### src/rtl/tri_stream_tx.sv
// rtl/tri_stream_tx.sv - broadcasts 10-word triangle records to a bus of raster cores
//
// Purpose: accepts one triangle record (or a frame-end command) at a time,
// latches it, and broadcasts it word by word. A word moves only when every
// participating core is ready.
//
// Optional feature: define TRI_STREAM_TX_CULL_EN to drop non-end records
// whose header start field exceeds its end field. A dropped record is still
// accepted, but it is not transmitted.
//
// Ports:
//   clk, nreset          clock, asynchronous active-low reset
//   in_valid/in_ready    record handshake
//   in_words             10 x LWIDTH record, word k at [k*LWIDTH +: LWIDTH]
//   in_end, in_flush     frame-end command, with optional BRAM flush request
//   core_ready/core_mask per-core ready and participation mask
//   out_data/out_valid   broadcast word and its valid flag
//   out_last             marks word 9
//   out_handshake        transfer strobe seen by all cores
//   tri_count            triangles sent (end commands excluded), wraps at 16 bits
module tri_stream_tx #(
  parameter int NUM_CORES = 32,
  parameter int LWIDTH    = 32
) (
  input  logic                  clk,
  input  logic                  nreset,
  input  logic                  in_valid,
  output logic                  in_ready,
  input  logic [10*LWIDTH-1:0]  in_words,
  input  logic                  in_end,
  input  logic                  in_flush,
  input  logic [NUM_CORES-1:0]  core_ready,
  input  logic [NUM_CORES-1:0]  core_mask,
  output logic [LWIDTH-1:0]     out_data,
  output logic                  out_valid,
  output logic                  out_last,
  output logic                  out_handshake,
  output logic [15:0]           tri_count
);

  typedef enum logic [0:0] {IDLE, SEND} state_t;

  state_t            state;
  logic [3:0]        index;
  logic              is_end;
  logic [LWIDTH-1:0] words_q [10];
  logic [LWIDTH-1:0] end_hdr;
  logic              accept;
  logic              cull;

  assign in_ready = (state == IDLE);
  assign accept   = in_valid & in_ready;

  // A masked-out core never holds the bus, so an all-zero mask handshakes on every valid cycle.
  assign out_handshake = out_valid & (&(core_ready | ~core_mask));
  assign out_data      = words_q[index];

  always_comb begin
    end_hdr       = '0;
    end_hdr[11:0] = {(in_flush ? 6'h3F : 6'h00), 6'h3F};
  end

`ifdef TRI_STREAM_TX_CULL_EN
  // An empty header range means nothing to rasterise, so the record is swallowed here.
  assign cull = ~in_end & (in_words[5:0] > in_words[11:6]);
`else
  assign cull = 1'b0;
`endif

  always_ff @(posedge clk or negedge nreset) begin
    if (!nreset) begin
      state     <= IDLE;
      index     <= 4'd0;
      is_end    <= 1'b0;
      out_valid <= 1'b0;
      out_last  <= 1'b0;
      tri_count <= 16'h0000;
      for (int k = 0; k < 10; k++) words_q[k] <= '0;
    end else begin
      case (state)
        IDLE: begin
          if (accept && !cull) begin
            for (int k = 0; k < 10; k++) begin
              if (in_end) words_q[k] <= (k == 0) ? end_hdr : '0;
              else        words_q[k] <= in_words[k*LWIDTH +: LWIDTH];
            end
            is_end    <= in_end;
            index     <= 4'd0;
            out_valid <= 1'b1;
            out_last  <= 1'b0;
            state     <= SEND;
          end
        end
        SEND: begin
          if (out_handshake) begin
            if (index == 4'd9) begin
              out_valid <= 1'b0;
              out_last  <= 1'b0;
              index     <= 4'd0;
              state     <= IDLE;
              if (!is_end) tri_count <= tri_count + 16'd1;
            end else begin
              index    <= index + 4'd1;
              // Registered copy of (index == 9) while valid.
              out_last <= (index == 4'd8);
            end
          end
        end
        default: state <= IDLE;
      endcase
    end
  end

endmodule

### config.mk
export PLATFORM = sky130hd
export DESIGN_NAME = tri_stream_tx
export DESIGN_NICKNAME = d
export VERILOG_FILES = /design/src/rtl/tri_stream_tx.sv
export SDC_FILE = /design/constraint.sdc
export NUM_CORES = 1
export LEC_CHECK = 0
export CORE_MARGIN = 2
export CORE_UTILIZATION = 35
export DETAILED_ROUTE_END_ITERATION = 10
export SKIP_CTS_REPAIR_TIMING = 1
export SYNTH_ARGS = -nofsm -noshare
export SYNTH_HDL_FRONTEND = slang
export SYNTH_SLANG_ARGS = --single-unit
### constraint.sdc
create_clock -name clk -period 2.36 [get_ports clk]
set_clock_uncertainty 0.15 [all_clocks]
set_input_delay 0.472 -clock clk [delete_from_list [all_inputs] [get_ports clk]]
set_output_delay 0.472 -clock clk [all_outputs]
set_load 0.02 [all_outputs]
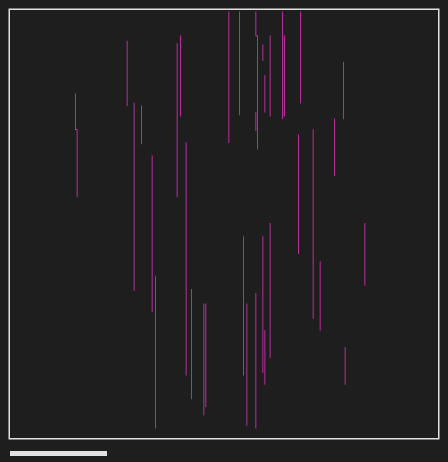
**Above:** run 1 (M4 wires).
The bar under the picture is 50 um long.
The layer holds 3.2% of the routed length. The longest straight run is 120 um.
via total after detailed routing: 14300
wire length after detailed routing: 57.7 mm

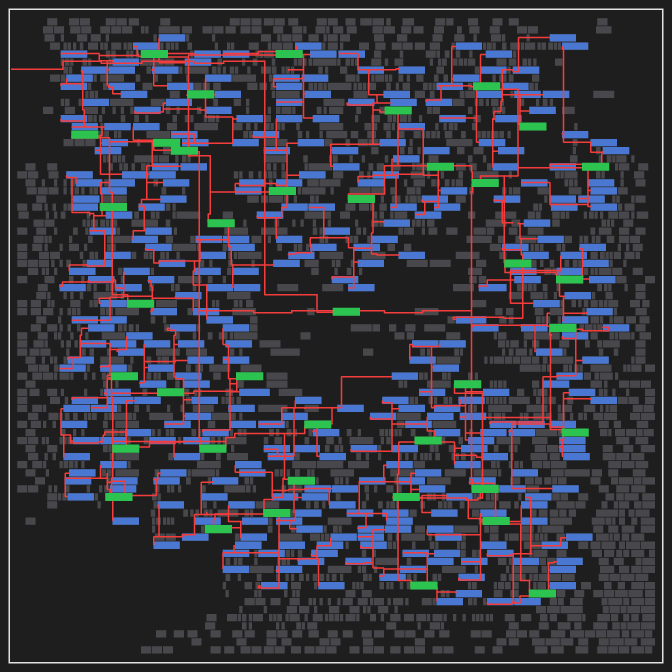
**Above:** run 1 (clock wires, drivers and flops).
Key: flip-flops = blue [count 344]; clock drivers = green [count 39]; clock wires = red [length 4720 um]
There are 40 routed clock nets. Position of the flops: widely spread.
clock group share of total power: 0.403
Clock Latency Late Sink: 550 ps
clock-net power: 5.79 mW

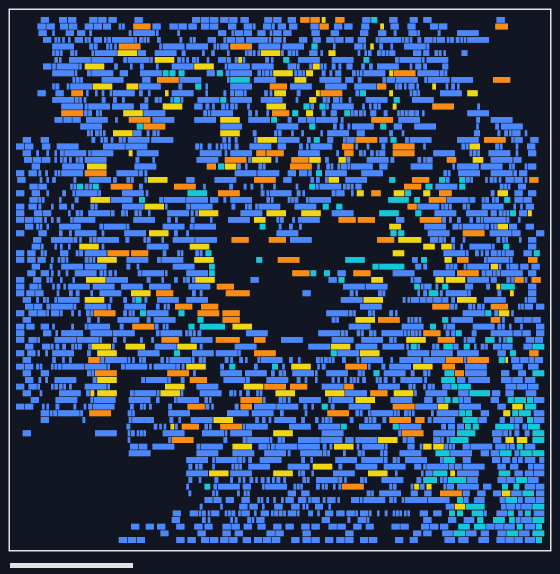
**Above:** run 1 (drive-strength map).
The bar under the picture is 50 um long.
Key: _2 cells = yellow [cells 124, share 5.5%]; _0 and _1 cells = blue [cells 1868, share 83%]; _6 and larger = orange [cells 111, share 4.9%]; _3 and _4 cells = cyan [cells 153, share 6.8%]
layout-stage area growth over the synthesis result: 48.9%
Setup WS post-layout: -666 ps
number of ordinary and repair buffers in the finished layout: 580
post-route design area: 24400 um2

## run 1: power by group
group          switching (mW)  total, mW  leakage, nW  internal [mW]
registers               0.184       6.41         4.65           6.23
logic                   0.982       2.17         5.75           1.19
clock network            2.43       5.79        0.596           3.36
total                    3.59       14.4         11.0           10.8
## run 1: worst reg2reg max path, stage by stage (launching register included)
cell and delay (ps):
dfrtp_4 440, buf_12 150, clkbuf_16 170, and4bb_2 310
buf_8 120, buf_6 110, buf_6 120, nand2_4 70
nor3_4 170, nand4_4 200, nand2b_4 200, xnor2_1 120
## run 1: registers in the layout, indices dropped and copies added, names as in the netlist
register / cells
words_q: 320
tri_count: 16
out_valid: 1
state: 1
out_last: 1
index: 4
is_end: 1
==> notes.org, run 1 <==
* Implementation run

** Critical path
- End of the worst register-to-register path :: tri_count[12]
- Maximum cell stage delay along the critical path :: approximately 570 ps
- Critical path class :: reg2out
- The critical path starts at index[0].
- Register-to-Register Setup Slack :: -60 ps
- Per the OpenROAD timing report, the critical path contains 7 cells.
- Largest delay share family, worst path :: multiplexers
- Traced cell by cell, the critical path runs through buf_12 -> buf_12 -> mux4_2 -> mux2i_1 -> buf_4 -> o21ai_1 -> buf_2.
- Library cell contributing the largest single delay on the critical path :: mux4_2
- R2R Path Start :: index[0]
- The worst setup path is captured at a primary output.
- The arrival time of data at the worst endpoint is listed as about 2400 ps.
- The report shows a maximum critical-path fanout of 8.
- The number of cells on the worst reg-to-reg path is 11.

** Clock tree
- On the worst setup and hold paths after CTS, the clock-pin slew comes to around 60 ps.
- Per the CTS log, the root buffer master is clkbuf_16.

** Timing
- Endpoints failing setup :: 37
- Final Hold Violation Tally :: 0
- Setup WS post-layout :: -666 ps
- Transition time at the pin with the least slew margin :: roughly 640 ps
- Unrepaired setup endpoints after global routing :: yes
- Subtracting the final worst setup slack from the clock period gives between 3000 and 4000 ps.
- Final period util :: 1.28

** Synthesis
- By area the synthesized netlist is led by dfrtp_1 (53%), nand2_1 (15%), o21ai_0 (11%).
- The synthesized netlist was found by Yosys to have 1750 cells.
- Yosys printed 0 warnings.
- Per Yosys stat, the portion of area used by sequential elements is 0.526.
- Synth Register Bits :: about 340
- Counting instances in the post-synthesis netlist gives the leading cell types as nand2_1 (645), o21ai_0 (356), dfrtp_1 (344).
- Post-synthesis cell type with the largest combined area :: dfrtp_1
- Yosys stat chip area :: 16400 um2
- For this run, the leading register cell type out of synthesis is dfrtp_1.
- Logic family by area :: simple AND/OR/NAND/NOR gates
- In this run, synthesis inferred 0 flip-flops with an integrated enable.
- Netlist area before placement :: approximately 16000 um2
- The number of nets in the synthesized netlist is between 2000 and 2500.
- The area fraction of the largest cell type after synthesis is 0.526.
- After synthesis, the share of flip-flops with an asynchronous set or reset is 1.00.
- Synthesis produced between 1500 and 2000 cells.
- Of the total synthesized cell area, the portion taken by AND-OR and OR-AND cells is 0.128.
- Mapped Avg Cell Area :: 9.35 um2

** Layout
- Number of logic gates :: about 1300
- The fraction of final cell area spent on clock buffers and inverters in this run is 0.0493.
- Layout clock buffer count :: roughly 57
- The library cells used most frequently in the layout, excluding fill and tap cells, are nand2_1 (644), clkdlybuf4s50_1 (367), dfrtp_1 (341).
- There are around 340 flip-flops and latches.
- Cell class with the largest area share :: flip-flops and latches
- Fraction of area in registers :: 0.354
- Counting the inverters off the clock network in the layout gives 6.
- The repair_antennas step left the layout with diodes totalling 4.
- Logic area :: around 7700 um2
- The sequential cells in the finished layout cover a total of ~8600 um2.
- Number of fill cells :: 4146

** Global route
- Global routing's busiest layer :: met2
- On met1, the global router reports a usage of 0.308.
- Pin count of the biggest net entering global routing :: approximately 90
- Initial antenna violation count :: 4
- Global routing met3 resource utilization :: 0.0320
- In the global route stage, overall resource usage came out at 0.229.
- Summed over all layers, the global routing overflow is 0.
- Met2 track demand over resource :: 0.377

** Outcome
- The checks that failed: setup timing.
- The run finished, with violations left.

** Detailed routing
- After detailed routing, the average wire length per cell comes to 20.1 um.
- Summed over all nets, wire length on met3 after detailed routing comes to around 3.2 mm.
- Per the detail_route report, DRC violations left total 0.
- Length of routed met2 wiring :: approximately 28 mm
- Top layer used by detailed routing :: met4
- Dividing the detail-routed via count by the number of cells gives between 4 and 5.
- Post-route antenna net violation count :: 0

** Job
- Tool warnings :: 27
- Reported max-cap violation count :: 0

** Placed design
- Inst Count DP :: roughly 2800
- Worst slack, placed :: -632 ps

** Floorplanning
- The die is between 200 and 250 um tall.
- Horizontal die dimension :: approximately 220 um
- Core Density at Floorplan :: 0.353
- Tap insertion was completed with roughly 610 tapcells.

** Pwr
- Design Power :: approximately 14 mW
- Max IR drop VDD :: 0.421 mV
## Run 2: what changed since run 1
--- a/config.mk
+++ b/config.mk
@@ -5,6 +5,7 @@
 export SDC_FILE = /design/constraint.sdc
 export NUM_CORES = 1
 export LEC_CHECK = 0
+export CAP_MARGIN = 15
 export CORE_MARGIN = 2
 export CORE_UTILIZATION = 35
 export DETAILED_ROUTE_END_ITERATION = 10
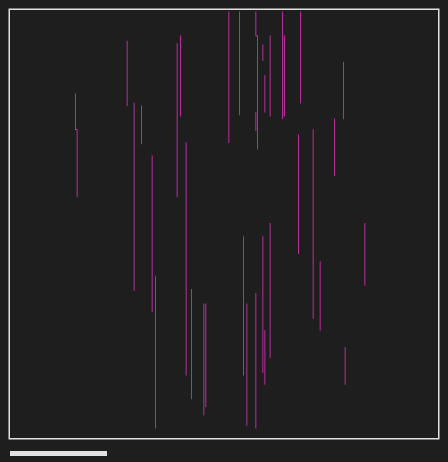
**Above:** run 2 (M4 wires).
The bar under the picture is 50 um long.
26 nets have wire on it. The longest straight run is 120 um.

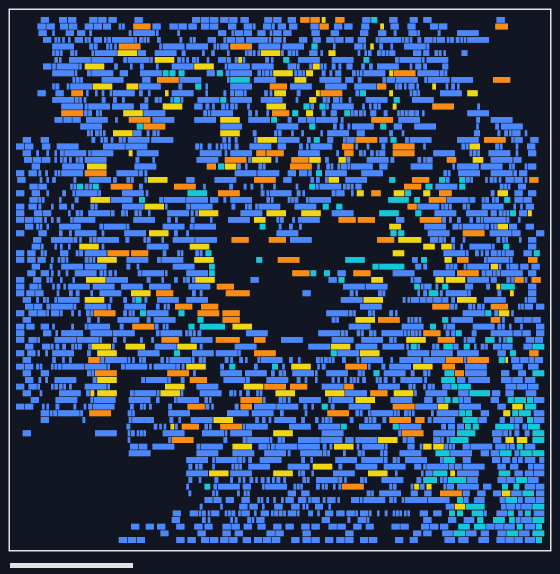
**Above:** run 2 (drive-strength map).
The bar under the picture is 50 um long.
Key: _2 cells = yellow [cells 124, share 5.5%]; _3 and _4 cells = cyan [cells 153, share 6.8%]; _0 and _1 cells = blue [cells 1868, share 83%]; _6 and larger = orange [cells 111, share 4.9%]

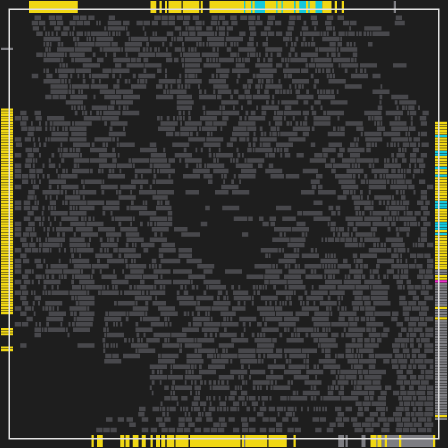
**Above:** run 2 (pin placement).
Pins as bars across the die edge, other pins in grey.
Key: `in_words` = yellow [pins 320, direction input, edge 99 top, 89 bottom, 83 left, 49 right]; `out_handshake` = magenta [pins 1, direction output, edge right]; `out_data` = cyan [pins 32, direction output, edge 20 top, 12 right]
All pins by edge: 124 bottom, 120 top, 113 right, 84 left.
count of buffers from port buffering: 440
horizontal die dimension: 220 um
Die Ht: 220 um

==> run 2 against run 1 <==
- largest power group unchanged
- synthesized cell count unchanged
- the run still ends with setup timing left
- utilization unchanged
- fmax unchanged
==> notes.org, run 2 <==
* Implementation run

** Outcome
- Run status :: finished with violations
- Violations in the final reports :: setup timing

** Timing
- Unrepaired setup endpoints after global routing :: yes
- Endpoints failing setup :: 37 (unchanged)
- The minimum period implied by the final worst setup slack is 3030 ps (unchanged).
- Final period util :: 1.28 (unchanged)
- Final Hold Violation Tally :: 0 (unchanged)
- The worst setup margin is -666 ps (unchanged).

** Global route
- The initial antenna violation count is 4 (unchanged).
- Grt total ovfl :: 0 (unchanged)
- Global-route total usage across every layer :: 0.229 (unchanged)
- The largest net degree at the start of global routing is 90 (unchanged).

** Synthesis
- Synth top area cells :: dfrtp_1 (53%), nand2_1 (15%), o21ai_0 (11%)
- The synthesis area per yosys is 16400 um2 (unchanged).
- Syn. warnings :: 0 (unchanged)
- Post-synthesis cell type with the largest combined area :: dfrtp_1
- Among all flip-flop cells after synthesis, the most frequent one is dfrtp_1.
- Synthesized instance count :: 1750 (unchanged)
- # Cells Yosys :: 1750 (unchanged)
- The fraction of post-synthesis cell area in the top cell type by area came to 0.526 (unchanged).
- The post-synthesis compound-gate area fraction came to 0.128 (unchanged).
- Mapped Avg Cell Area :: 9.35 um2 (unchanged)

** Pwr
- P_comb :: 2.17 mW (about the same)
- The switching portion of total power came to 0.250 (unchanged).
- The power consumption was 14.4 mW (unchanged).
- Part of the power in combinational logic :: 0.151 (about the same)
- The design internal power was 10.8 mW (unchanged).
- Seq pwr :: 6.41 mW (about the same)
- Clock-net power :: 5.79 mW (about the same)

** Layout
- Top library cells by usage in the layout, fill and taps aside :: nand2_1 (644), clkdlybuf4s50_1 (367), dfrtp_1 (341)
- The growth of design area from synthesis to finish is 48.9% (unchanged).
- Max FFs per register :: 320 (unchanged)
- The post-route cell area came to 24400 um2 (unchanged).

** Critical path
- Logic depth of the worst register-to-register path :: 11 (unchanged)
- Critical-path maximum fanout :: 8 (unchanged)
- R2R Path Start :: index[0]
- Kind of end point of the critical path :: primary output
- By startpoint and endpoint, the worst setup path is classified as reg2out.
- Register-to-Register Setup Slack :: -60 ps (about the same)

** Detailed routing
- Length of routed met2 wiring :: 28.0 mm (unchanged)
- Detail Route met3 WL :: 3.25 mm (unchanged)
- The number of vias in the routed layout came to 14300 (unchanged).
- The post-route DRC violation count was 0 (unchanged).
- Wire length after detailed routing :: 57.7 mm (unchanged)
- Post-route antenna net violation count :: 0 (unchanged)
- Routed wire length per instance :: 20.1 um (unchanged)
- Top layer used by detailed routing :: met4

** Floorplanning
- Core Density at Floorplan :: 0.353 (unchanged)

** Placed design
- Worst slack, placed :: -632 ps (unchanged)

** Clock tree
- CTS placed an instance of clkbuf_16 at the clock tree root.

** Job
- Reported max-cap violation count :: 0 (unchanged)
- Tool warnings :: 27 (unchanged)
run 2: metrics by stage:
step | setup TNS, ps | cells
6_report | -19900 | 2867
5_1_grt | -23350 | 2867
4_1_cts | -37220 | 2834
3_5_place_dp | -23610 | 2767
3_3_place_gp | -22780 | 2767
2_1_floorplan | 0 | 1750
run 2: layout make-up:
cell class / instances / area (um2)
well taps: 607 / 759
diodes: 4 / 10.0
clock buffers: 57 / 1150
multi-input cells: 1259 / 7650
flip-flops and latches: 344 / 8620
clock inverters: 10 / 56.3
inverters: 6 / 30.0
fillers: 4146 / 22000
repair buffers: 580 / 6100
run 2: worst max-delay path: stages, from the launching register on:
cell,delay (ps)
dfrtp_4,440
buf_12,140
buf_12,140
mux4_2,570
mux2i_1,150
buf_4,150
o21ai_1,90
buf_2,180
## Run 3: what changed since run 2
--- a/config.mk
+++ b/config.mk
@@ -9,6 +9,7 @@
 export CORE_MARGIN = 2
 export CORE_UTILIZATION = 35
 export DETAILED_ROUTE_END_ITERATION = 10
+export GPL_TIMING_DRIVEN = 1
 export SKIP_CTS_REPAIR_TIMING = 1
 export SYNTH_ARGS = -nofsm -noshare
 export SYNTH_HDL_FRONTEND = slang
==> constraint.sdc (replaced) <==
create_clock -name clk -period 3.2 [get_ports clk]
set_clock_uncertainty 0.15 [all_clocks]
set_input_delay 0.64 -clock clk [delete_from_list [all_inputs] [get_ports clk]]
set_output_delay 0.64 -clock clk [all_outputs]
set_load 0.02 [all_outputs]
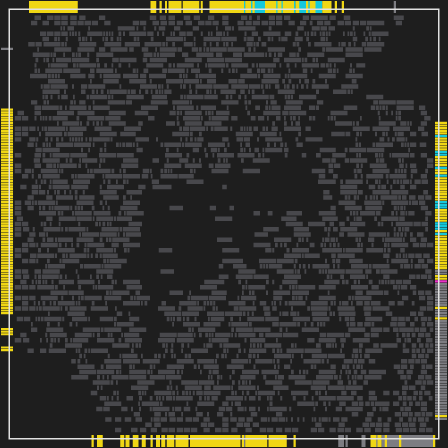
**Above:** run 3 (pin placement).
Pins as bars across the die edge, other pins in grey.
Key: `out_handshake` = magenta [pins 1, direction output, edge right]; `in_words` = yellow [pins 320, direction input, edge 99 top, 89 bottom, 83 left, 49 right]; `out_data` = cyan [pins 32, direction output, edge 20 top, 12 right]
All pins by edge: 124 bottom, 120 top, 113 right, 84 left.

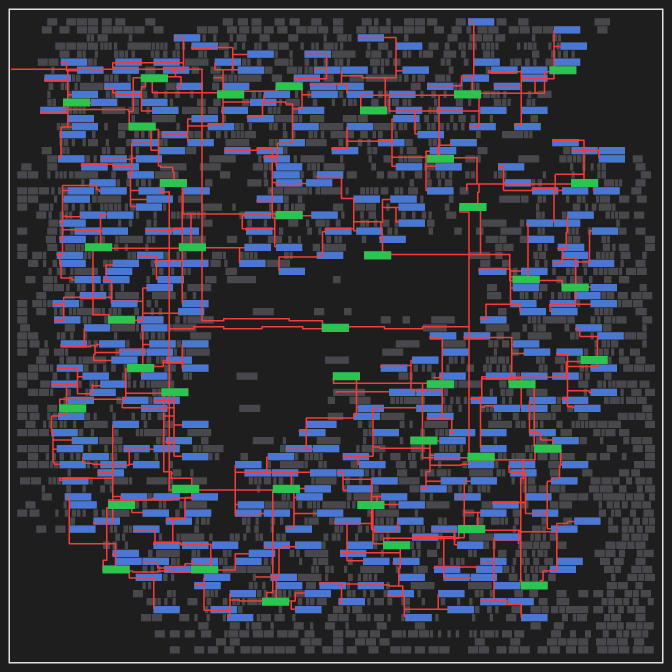
**Above:** run 3 (clock wires, drivers and flops).
Key: clock drivers = green [count 40]; clock wires = red [length 4790 um]; flip-flops = blue [count 344]
Position of the flops: widely spread.
clock group share of total power: 0.419
clock-net power: 4.50 mW

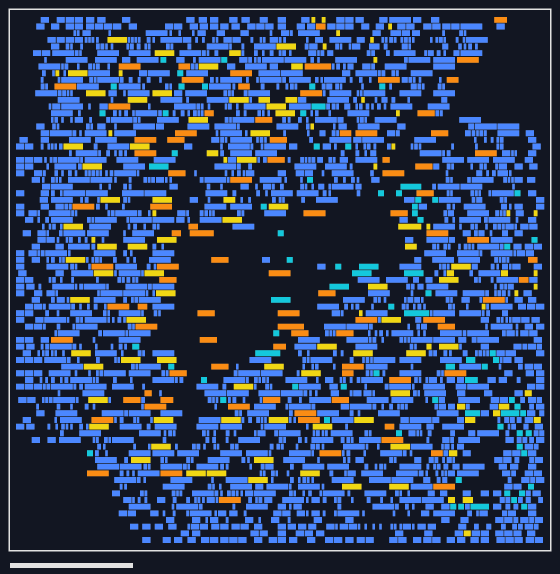
**Above:** run 3 (drive-strength map).
The bar under the picture is 50 um long.
Key: _2 cells = yellow [cells 111, share 5.0%]; _6 and larger = orange [cells 89, share 4.0%]; _3 and _4 cells = cyan [cells 78, share 3.5%]; _0 and _1 cells = blue [cells 1927, share 87%]
number of ordinary and repair buffers in the finished layout: 525
Setup WS post-layout: -102 ps

==> run 3 against run 2 <==
- the run still ends with setup timing left
- global-route usage shrank 0.56 points
- final area shrank 4.3%
- final cell count shrank 1.7%
- wire length shrank 4.5%
- count of clock-buffer cells in the layout shrank 1
- via count shrank 2.5%
- power shrank 25%
- synthesized cell count is the same
- non-clock buffer count shrank 55
- critical path type unchanged
- critical endpoint unchanged
- largest cell class unchanged
- highest routed layer is now met5
==> notes.org, run 3 <==
* Implementation run

** Pwr
- The power consumption was 10.7 mW (-25%).

** Synthesis
- Yosys stat chip area :: 16400 um2 (unchanged)
- The fraction of post-synthesis cell area in the top cell type by area came to 0.526 (unchanged).
- Ranked by total cell area, the synthesized netlist is headed by dfrtp_1 (53%), nand2_1 (15%), o21ai_0 (11%).
- In the synthesized netlist the dominant register cell turns out to be dfrtp_1.
- Post-synthesis cell type with the largest combined area :: dfrtp_1
- The post-synthesis instance total is 1750 (unchanged).
- The post-synthesis compound-gate area fraction came to 0.128 (unchanged).
- Syn. warnings :: 0 (unchanged)
- The cell count in the Yosys report was 1750 (unchanged).

** Layout
- The buffering overhead came to 0.229 (-0.0210).
- Number of fill cells :: 4265 (+2.9%)
- The antenna cell count came to 5 (+1).
- Layout sequential cell count :: 344 (unchanged)
- Fraction of area in registers :: 0.369 (+0.0159)
- The area fraction of clock buffers and clock inverters is 0.0549 (+0.00559).
- The flip-flop count of the largest register after layout was 320 (unchanged).
- Post-route design area :: 23300 um2 (-4.3%)
- Post-route non-filler standard cell count :: 2817 (-1.7%)
- The non-clock inverter total of the final layout was 6 (unchanged).
- The multi-input logic cell count was 1259 (unchanged).
- Layout-stage area growth over the synthesis result :: 42.5%
- Layout clock buffer count :: 56 (-1.8%)
- Register Area :: 8620 um2 (unchanged)
- The combinational gate area is 7270 um2 (-4.9%).

** Floorplanning
- The well tap count is 607 (unchanged).
- Core Density at Floorplan :: 0.353 (unchanged)

** Placed design
- The total instance count after detailed placement is 2730 (-1.3%).
- Count of buffers from port buffering :: 440 (unchanged)
- Worst slack, placed :: -121 ps (+511 ps)

** Global route
- Pin count of the biggest net entering global routing :: 121 (+34%)
- Global-route total usage across every layer :: 0.223 (-0.00559)
- Initial antenna violation count :: 8 (+4)

** Timing
- The worst setup margin was -102 ps (+564 ps).
- The total setup violations reported at the end of the flow is 22 (-41%).
- Post-route period utilization is reported as 1.03.
- Unrepaired setup endpoints after global routing :: yes
- The smallest clock period supported by the final layout is computed as ~3300 ps.

** Critical path
- The worst setup path is of the reg2out kind.
- Largest delay share family, worst path :: buffers and inverters
- Maximum cell stage delay along the critical path :: 490 ps (-80 ps)
- The maximum fanout count along the critical path was 5 (-3).
- Library cell contributing the largest single delay on the critical path :: dfrtp_4

** Detailed routing
- Signal routing reaches up to met5.
- Number of DRC violations after detailed routing :: 0 (unchanged)
- The wire length on met3 was 3.02 mm (-7.0%).
- Length of routed met2 wiring :: 25.9 mm (-7.3%)
- The post-detailed-routing wire length was 55.1 mm (-4.5%).
- Routed wire length per instance :: 19.6 um (-2.8%)
- The number of vias in the routed layout came to 13900 (-2.5%).

** Job
- The count of maximum capacitance violations is 0 (unchanged).
- The number of logged tool warnings is 30 (+11%).

** Outcome
- Run status :: finished with violations
- Violations in the final reports :: setup timing
[run 3: cell counts after synthesis]
Identical to the previous run, type by type.
[run 3: report_power, final]
group          switching (mW)  total (mW)  internal, mW
sequential              0.134        4.73          4.59
combinational           0.679        1.50         0.824
clock                    1.84        4.50          2.66
[run 3: path summary, 6_finish.rpt]
check / from / end / slack (ps) / cells past startpoint
setup reg to reg: index[1] / tri_count[12] / 670 / 7
min in group asynchronous: nreset / words_q[7] / 510 / 2
hold / removal: words_q[262] / words_q[262] / 320 / 2
max in group asynchronous: nreset / words_q[251] / 1500 / 3
hold reg to reg: words_q[262] / words_q[262] / 320 / 2
setup / recovery: index[0] / out_data[16] / -100 / 8
Power and IR drop assume default switching activity.
